Design reg_write_arbiter, sky130hd; sources not shown.
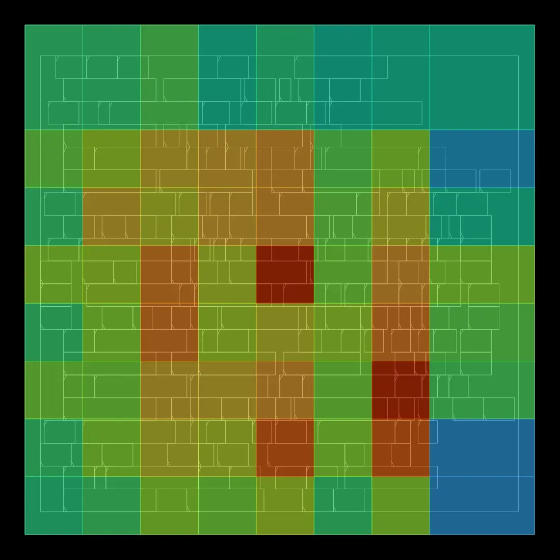
Figure 1: run 1, routing congestion.
overall routing resource usage: 19.39%
fin util: 71.94%
layer with the highest usage: met2
WL/cell: 14.10 um
met1 GRT Util: 25.11%

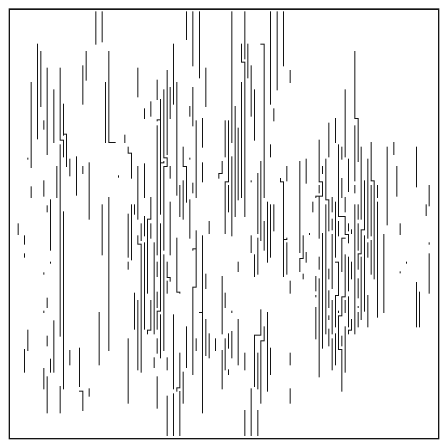
Figure 2: run 1, the metal 2 layer.
longest straight run: 27.2 um
share of all routed wire: 51%
main direction: vertical
nets with wire on the layer: 180
wire length on this layer: 1640 um
Post-Route WL: 3230 um
DR vias: 1263
met2 usage: 32.57%

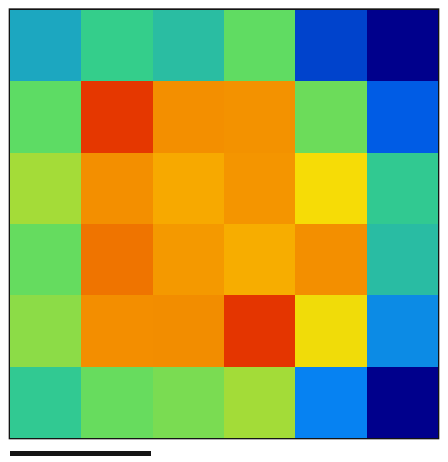
Figure 3: run 1, cell area per tile.
Bar = 20 um. 6 x 6 tiles, from dark blue (low) to red (high), 0 to 100% covered.
nearly empty tiles: 5.6%
densest ninth of the die: centre
fullest tile: 94%
mean over tiles: 59%
emptiest ninth of the die: north-east
Core Area: 0.003103 mm2
Initial Utilization: 54.92%

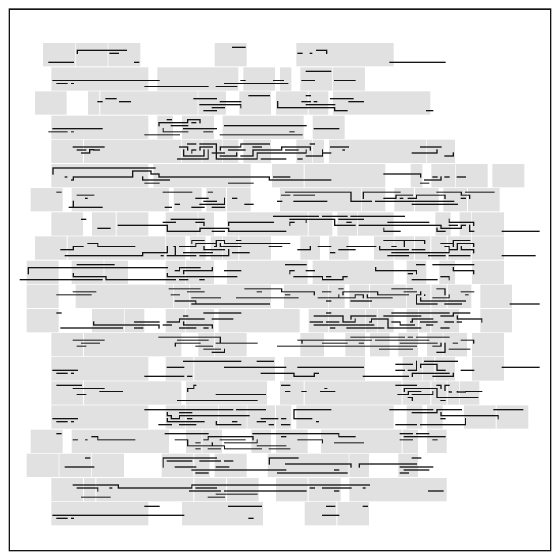
Figure 4: run 1, metal 1.
wire length on this layer: 1350 um
nets with wire on the layer: 179
share of all routed wire: 42%
main direction: horizontal
longest straight run: 20.0 um

==> flow_metrics.tcl, run 1 <==
# collected from the flow reports
set metrics [dict create \
    ys_ff 37 \
    fmax_mhz 365.7 \
    power_density_mw_per_mm2 633.2 \
    warnings 26 \
    final-max-slew-violation-count 0 \
    nFillCells 253 \
    drt_iter0_drc 135 \
    yosysCellCount 138 \
    ctsResizeCount 0 \
    viasPerCell 5.515 \
    fin_area_mm2 0.002232 \
    async_flop_share_pct 40.54 \
    ant_nets 0 \
    skew_ns 0.004355 \
    die_x_um 60.81 \
    synth.top_cell.area_share_pct 38.77 \
    synth_chip_area_mm2 0.001704 \
    hpwl_um 2423 \
    cp.arrival_ns 1.97 \
    worstPathMaxFanout 5 \
    wl_met2_um 1643 \
    h-tree-depth 2 \
    io_buffers 47 \
    clock-sinks 37 \
    reg2reg_depth 3 \
    cp_slowest_cell "clkdlybuf4s50_1" \
    yosysMostFrequentCell "edfxtp_1" \
    drt-met1-wl_um 1348 \
    syn2layout_area_growth_pct 30.98 \
    status "finished clean" \
    ys_sh_aoi_pct 10.94 \
    max_cap_violations 0 \
    critPathKind "flip-flop to output pin" \
    flop_area_mm2 0.001036 \
    synth_seq_share_pct 60.79 \
    min_path_type "flip-flop to flip-flop" \
    grt_pass1_vias 1194 \
    met3_length_um 192 \
    antenna_found_initial 0 \
    dieArea_mm2 0.003697 \
    ff_type "edfxtp_1" \
    fin_nets 210 \
]
==> run 1: final cells by class <==
cell class,count,area share [%]
Clock buffer,8,2.186
Sequential cell,37,46.41
Inverter,5,0.8408
Tap cell,44,2.466
Timing Repair Buffer,49,21.75
Multi-Input combinational cell,86,26.35
==> run 1: cells in the final DEF (no fill, tap or decap), drive strengths merged, types with 2 or more instances in the layout <==
cell type and n:
nand2b 4, and3b 8, nand2 2, dfrtp 15
o31ai 3, o22ai 3, o21ai 9, nor2b 6
edfxtp 22, nand3 13, clkdlybuf4s50 47, nand4 4
a31oi 10, and2 2, inv 5, nand3b 2
a22oi 2, nor2 2, mux2 3, buf 2
clkbuf 8, mux2i 8
==> run 1: worst max-delay path, delay by kind of cell (launching register included) <==
family	cells	cell delay (ns)
AND-OR/OR-AND	1	0.11
buffers and inverters	1	0.66
flip-flops	1	0.46
AND/OR/NAND/NOR	2	0.43
==> run 1: through the flow <==
step                instances  util, %  total power, mW  setup slack [ns]
finish                    229    71.94            1.413             1.066
global route              229    71.94            1.499            0.9229
CTS                       229    71.94            1.423             1.070
detailed placement        221    70.36            1.239             1.427
global placement          221    70.36            1.220             1.471
floorplan                 138        -           0.9767             1.569
==> run 1: cells by family after synthesis <==
| kind of cell | Yosys count |
|---|---|
| and+or+nand+nor | 45 |
| DFF | 37 |
| AOI/OAI and AO/OA | 30 |
| buffers and inverters | 15 |
| muxes | 11 |
==> run 1: where the power goes <==
part           internal (mW)  switching, mW
sequential             0.529         0.0982
combinational          0.299          0.305
clock                 0.0738          0.108
total                  0.902          0.512
--- run 2 (diff from run 1) ---
CORE_UTILIZATION = 42   (was 51)
PLACE_DENSITY = 0.77   (was 0.88)
clock period = 2.26 ns   (was 3.8 ns; I/O delays follow)
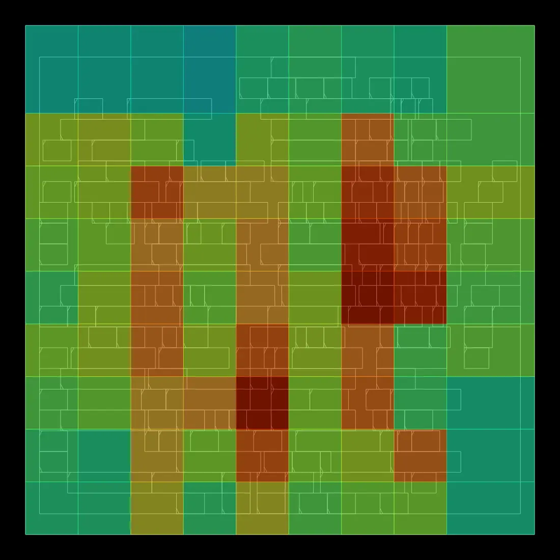
Figure 5: run 2, routing congestion.
overall routing resource usage: 18.42%
met2 usage: 31.50%
met1 GRT Util: 21.18%
fin util: 63.24%

==> run 2 against run 1 <==
Sequential share of layout area shrank 2.9 points; non-clock buffer count grew 8; synthesized area stayed put; power up 90%; die size increased by 20%; worst hold slack gained 0.0023 ns; first-iteration DRC count increased by 0.74%; critical endpoint is now PENDING[5]; cell count increased by 5.2%.
==> flow_metrics.tcl, run 2 <==
# collected from the flow reports
set metrics [dict create \
    status "finished clean" \
    syn_avg_cell_area_um2 12.35 \
    layout.cells.most_common "clkdlybuf4s50_1" \
    critPathKind "flip-flop to output pin" \
    core_mm2 0.003771 \
    die_x_um 66.70 \
    io_buffers 47 \
    fmax_mhz 461.6 \
    p_int_mw 1.748 \
    p_comb_share_pct 40.4 \
    yosysCellCount 138 \
    layout_top_cells "clkdlybuf4s50_1, edfxtp_1, dfrtp_1, nand3_1, a31oi_1" \
    clockBufferDepth 2 \
    cts_buffers 5 \
    final-max-slew-violation-count 0 \
    row_count 22 \
    ff_type "edfxtp_1" \
    flop_area_mm2 0.001039 \
    cp-end-kind "output pin" \
    clock-sinks 37 \
    yosysMostFrequentCell "edfxtp_1" \
    top_cells_by_count "edfxtp_1, dfrtp_1, nand3_1" \
    cp.arrival_ns 1.71 \
    ant_nets 0 \
    totalPowerFinal_mw 2.689 \
    grt_pass1_vias 1329 \
    synth_chip_area_mm2 0.001704 \
    antenna_cells 0 \
    p_clk_share_pct 20.3 \
    p_switching_uw 941.2 \
    die_h_um 66.70 \
    wirelength_um 3814 \
    min_delay_path_depth 2 \
    hpwl_um 2617 \
    drt-wirelength-per-cell_um 15.83 \
    cts_setup_buffers 0 \
    dr_total_vias 1369 \
    synth_seq_share_pct 60.79 \
    async_flop_share_pct 40.54 \
    switching_share_pct 35.00 \
    io_pins 48 \
    initial_core_util_pct 45.19 \
    worstPathMaxFanout 6 \
    period_needed_ns 2.167 \
    drt_iter0_drc 136 \
    startpoint_type "flip-flop" \
    min_path_type "flip-flop to flip-flop" \
    worstMarginPinSlew_ns 0.5634 \
    viasPerCell 5.680 \
    logic_area_um2 608.1 \
    antenna_found_initial 0 \
    syn_inst 138 \
    ctsResizeCount 7 \
    warnings 26 \
    ys_ff 37 \
    nFillCells 278 \
    reg2reg_depth 3 \
    grt_pass1_wl_um 6003 \
    finalCritPeriodShare_pct 95.87 \
    syn2layout_area_growth_pct 39.94 \
    dieArea_mm2 0.004449 \
    max_cap_violations 0 \
    peakVddDrop_uv 570.0 \
    firstDrtPassIters 4 \
    r2r_slack_ns 0.63 \
    pwr-share-seq_pct 39.3 \
    h-tree-depth 2 \
    synth.top_cell.area_share_pct 38.77 \
    skew_ns 0.004567 \
    power_density_mw_per_mm2 1128 \
    fin_nets 218 \
]
## run 2: per-stage QoR
stage                     utilization, %  cells  instance area, um2  worst slack [ns]
after floorplan                        -    138                1704            0.3367
after global placement             58.43    227                2203            0.2450
after detailed placement           58.43    227                2203            0.1867
after CTS                          61.28    235                2311           0.01066
after global routing               63.24    241                2385           0.01101
final                              63.24    241                2385           0.09343
## run 2: cell families (layout without fill, tap and decap cells)
group | after synthesis | count (layout) | share of synthesized area, %
AOI/OAI and AO/OA | 30 | 30 | 10.94
buffers and inverters | 15 | 70 | 4.699
and+or+nand+nor | 45 | 45 | 16.89
DFF | 37 | 37 | 60.79
muxes | 11 | 11 | 6.681
## run 2: area by class of cell
type	count	area share, %
well taps	48	2.518
inverters	5	0.7870
multi-input cells	86	25.50
repair buffers	57	23.19
clock buffers	6	3.043
flip-flops and latches	37	43.55
clock inverters	2	1.417
## run 2: power groups by stage
stage | sequential (mW) | combinational, mW | clock (mW)
2_1_floorplan | 1.11 | 0.527 | 0
3_3_place_gp | 1.04 | 1.04 | 0
3_5_place_dp | 1.06 | 1.07 | 0
4_1_cts | 1.05 | 1.05 | 0.552
5_1_grt | 1.08 | 1.18 | 0.591
6_report | 1.06 | 1.09 | 0.546
## run 2: layer usage
metal / global-route usage, % / up-vias / wire length, um
li1: - / 628 / -
met1: 21.18 / 630 / 1449
met2: 31.50 / 101 / 1933
met3: 6.588 / 10 / 363
met4: 6.633 / 0 / 68
met5: 0 / - / 0
## run 2: critical path, stage by stage (launching register included)
cell and delay, ns:
dfrtp_1 0.45, nor2b_4 0.18, nand3_1 0.09, nand3_1 0.10, clkdlybuf4s50_1 0.60
Power is estimated from default activity; no workload was simulated.
